[src/rtl/dither_gen_pkg.sv]
// Shared constants for the dither generator: LFSR geometry, default seeds and mode encodings.
package dither_gen_pkg;

    localparam int unsigned MAX_SRC = 4;
    localparam int unsigned SEED_W  = 23;

    localparam int unsigned LFSR_LEN [MAX_SRC] = '{20, 21, 22, 23};
    localparam int unsigned LFSR_TAP [MAX_SRC] = '{17, 19, 21, 18};
    localparam logic [SEED_W-1:0] LFSR_SEED [MAX_SRC] =
        '{23'h0ABCDE, 23'h08FA82, 23'h13CBAF, 23'h3B113F};

    typedef enum logic [1:0] {
        DITH_OFF  = 2'd0,
        DITH_RPDF = 2'd1,
        DITH_TPDF = 2'd2,
        DITH_SUM  = 2'd3
    } dith_mode_e;

    // Number of LFSR samples summed for a mode, given the number of active sources.
    function automatic int unsigned src_count(dith_mode_e m, int unsigned n);
        int unsigned cnt;
        case (m)
            DITH_OFF:  cnt = 0;
            DITH_RPDF: cnt = 1;
            DITH_TPDF: cnt = (n > 1) ? 2 : 1;
            default:   cnt = n;
        endcase
        return cnt;
    endfunction

endpackage

[src/rtl/dither_gen_lfsr_xnor.sv]
// Maximal-length XNOR LFSR with seed load and all-ones lockup recovery.
module lfsr_xnor
    import dither_gen_pkg::*;
#(
    parameter int unsigned       LEN    = 20,
    parameter int unsigned       TAP    = 17,
    parameter logic [SEED_W-1:0] SEED   = 23'h0ABCDE,
    parameter int unsigned       SAMP_W = 16
) (
    input  logic              clk_i,
    input  logic              rst_ni,
    input  logic              step_i,
    input  logic              load_i,
    input  logic [LEN-1:0]    load_data_i,
    output logic [SAMP_W-1:0] sample_o,
    output logic              lock_evt_c
);

    localparam logic [LEN-1:0] SEED_L = SEED[LEN-1:0];

    logic [LEN-1:0] state_q, state_d;

    // All-ones is the XNOR lockup state; it is replaced by the default seed wherever it appears.
    always_comb begin
        state_d    = state_q;
        lock_evt_c = 1'b0;
        if (load_i) begin
            if (&load_data_i) begin
                state_d    = SEED_L;
                lock_evt_c = 1'b1;
            end else begin
                state_d = load_data_i;
            end
        end else if (step_i) begin
            if (&state_q) begin
                state_d    = SEED_L;
                lock_evt_c = 1'b1;
            end else begin
                state_d = {state_q[LEN-2:0], ~(state_q[LEN-1] ^ state_q[TAP-1])};
            end
        end
    end

    always_ff @(posedge clk_i) begin
        if (!rst_ni) begin
            state_q <= SEED_L;
        end else begin
            state_q <= state_d;
        end
    end

    assign sample_o = state_q[SAMP_W-1:0];

endmodule

[src/rtl/dither_gen.sv]
// Dither source: NUM_SRC XNOR LFSRs combined per mode, shifted and saturated over a two-stage pipeline.
module dither_gen
    import dither_gen_pkg::*;
#(
    parameter int unsigned NUM_SRC = 4,
    parameter int unsigned SRC_W   = 16,
    parameter int unsigned SHIFT   = 7,
    parameter int unsigned OUT_W   = 16
) (
    input  logic                    clock,
    input  logic                    reset,
    input  logic                    en,
    input  logic [1:0]              mode,
    input  logic                    seed_load,
    input  logic [1:0]              seed_idx,
    input  logic [SEED_W-1:0]       seed_data,
    output logic                    seed_ack,
    output logic signed [OUT_W-1:0] dith_o,
    output logic                    dith_valid,
    output logic                    lockup_o
);

    localparam int unsigned SUM_W = SRC_W + 2;
    localparam int unsigned EXT_W = (SUM_W > OUT_W) ? SUM_W : OUT_W;
    localparam logic signed [EXT_W-1:0] SAT_MAX = EXT_W'((64'sd1 <<< (OUT_W - 1)) - 64'sd1);
    localparam logic signed [EXT_W-1:0] SAT_MIN = EXT_W'(-(64'sd1 <<< (OUT_W - 1)));

    logic signed [SRC_W-1:0] samp [NUM_SRC];
    logic [NUM_SRC-1:0]      lock_evt_c;

    for (genvar g = 0; g < NUM_SRC; g++) begin : g_src
        localparam int unsigned LEN = LFSR_LEN[g];
        lfsr_xnor #(
            .LEN    (LEN),
            .TAP    (LFSR_TAP[g]),
            .SEED   (LFSR_SEED[g]),
            .SAMP_W (SRC_W)
        ) u_lfsr (
            .clk_i       (clock),
            .rst_ni      (reset),
            .step_i      (en),
            .load_i      (seed_load && (seed_idx == 2'(g))),
            .load_data_i (seed_data[LEN-1:0]),
            .sample_o    (samp[g]),
            .lock_evt_c  (lock_evt_c[g])
        );
    end

    logic signed [SUM_W-1:0] sum_q, sum_d;
    logic                    v1_q, v1_d;
    logic signed [OUT_W-1:0] dith_q, dith_d;
    logic                    valid_q, valid_d;
    logic                    ack_q, lock_q;
    int unsigned             n_use;

    // Stage 1: mode-selected sum of the current LFSR samples.
    always_comb begin
        sum_d = sum_q;
        v1_d  = v1_q;
        n_use = src_count(dith_mode_e'(mode), NUM_SRC);
        if (en) begin
            sum_d = '0;
            for (int unsigned i = 0; i < NUM_SRC; i++) begin
                if (i < n_use) begin
                    sum_d = sum_d + SUM_W'(samp[i]);
                end
            end
            v1_d = 1'b1;
        end
    end

    logic signed [SUM_W-1:0] shifted;
    logic signed [EXT_W-1:0] ext, clamped;

    // Stage 2: floor shift then clamp into the output range.
    always_comb begin
        shifted = sum_q >>> SHIFT;
        ext     = EXT_W'(shifted);
        if (ext > SAT_MAX) begin
            clamped = SAT_MAX;
        end else if (ext < SAT_MIN) begin
            clamped = SAT_MIN;
        end else begin
            clamped = ext;
        end
        dith_d  = dith_q;
        valid_d = 1'b0;
        if (en) begin
            dith_d  = OUT_W'(clamped);
            valid_d = v1_q;
        end
    end

    always_ff @(posedge clock) begin
        if (!reset) begin
            sum_q   <= '0;
            v1_q    <= 1'b0;
            dith_q  <= '0;
            valid_q <= 1'b0;
            ack_q   <= 1'b0;
            lock_q  <= 1'b0;
        end else begin
            sum_q   <= sum_d;
            v1_q    <= v1_d;
            dith_q  <= dith_d;
            valid_q <= valid_d;
            ack_q   <= seed_load;
            lock_q  <= lock_q | (|lock_evt_c);
        end
    end

    assign seed_ack   = ack_q;
    assign dith_o     = dith_q;
    assign dith_valid = valid_q;
    assign lockup_o   = lock_q;

endmodule

[config.mk]
export PLATFORM = sky130hd
export DESIGN_NAME = dither_gen
export DESIGN_NICKNAME = d
export VERILOG_FILES = /design/src/rtl/dither_gen_pkg.sv /design/src/rtl/dither_gen_lfsr_xnor.sv /design/src/rtl/dither_gen.sv
export SDC_FILE = /design/constraint.sdc
export NUM_CORES = 1
export LEC_CHECK = 0
export ABC_AREA = 1
export CORE_MARGIN = 1
export CORE_UTILIZATION = 56
export CTS_CLUSTER_SIZE = 24
export DETAILED_ROUTE_END_ITERATION = 8
export PLACE_DENSITY_LB_ADDON = 0.12
export RECOVER_POWER = 25
export SYNTH_ARGS = -nofsm -noshare
export SYNTH_HDL_FRONTEND = slang
export SYNTH_HIERARCHICAL = 1
export SYNTH_SLANG_ARGS = --single-unit
[constraint.sdc]
create_clock -name clock -period 5.9 [get_ports clock]
set_clock_uncertainty 0.05 [all_clocks]
set_input_delay 1.18 -clock clock [delete_from_list [all_inputs] [get_ports clock]]
set_output_delay 1.18 -clock clock [all_outputs]
set_load 0.1 [all_outputs]
==> results.toml <==
# physical design summary
[power]
seq_power_w = 0.000915
swShare_pct = 37.02
p_comb_w = 0.00136

[cells_and_area]
inv_count = 240
comb_area_share_pct = 53.34
nClkBuffers = 23

[worst_setup_path]
critPathBufInv = 5
critPathMaxStageDelay_ns = 0.38

[run_status]
status = "finished with violations"
violations = "max-capacitance violations, max-slew violations"

[yosys]
ys_ff = 113
synthMuxAreaShare_pct = 0
async_flop_share_pct = 0

[clock_tree]
cts_buffer_depth = 2
worst_skew_pair.late_latency_ns = 0.41
hold_buffers = 0

[grt]
grt_pass1_wl_mm = 48.82
grt.busiest_layer = "met2"
met1_usage_pct = 47.84

[job]
cap_violations = 2

[placement]
dp_slack_ns = -0.3961

[floorplanning]
fp_util_pct = 57.82

[final_timing]
slew_viol_final = 48
Figure 1. Signal wires on met3.
Bar = 50 µm.
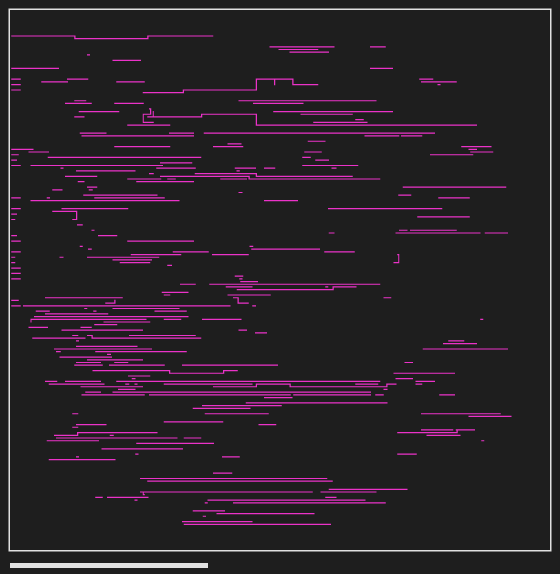
longest straight run: 66.2 µm
main direction: horizontal
share of all routed wire: 9.7%
nets with wire on the layer: 170
final wirelength: 30.65 mm
DR vias: 10810
met3 Use GR: 6.413%

Figure 2. Placement by cell class.
Fill, decap, tap and diode cells in grey.
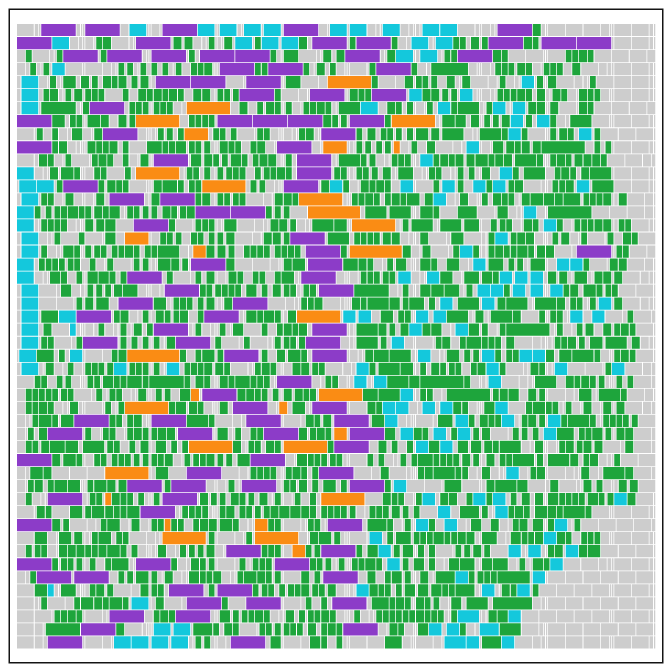
legend:
  registers:
    colour: purple
    cells: 113
  remaining buffers and delay cells:
    colour: cyan
    cells: 161
  remaining logic cells:
    colour: green
    cells: 1440
  clock drivers and dummy loads:
    colour: orange
    cells: 32
final core occ: 66.40%
floorplan row count: 48

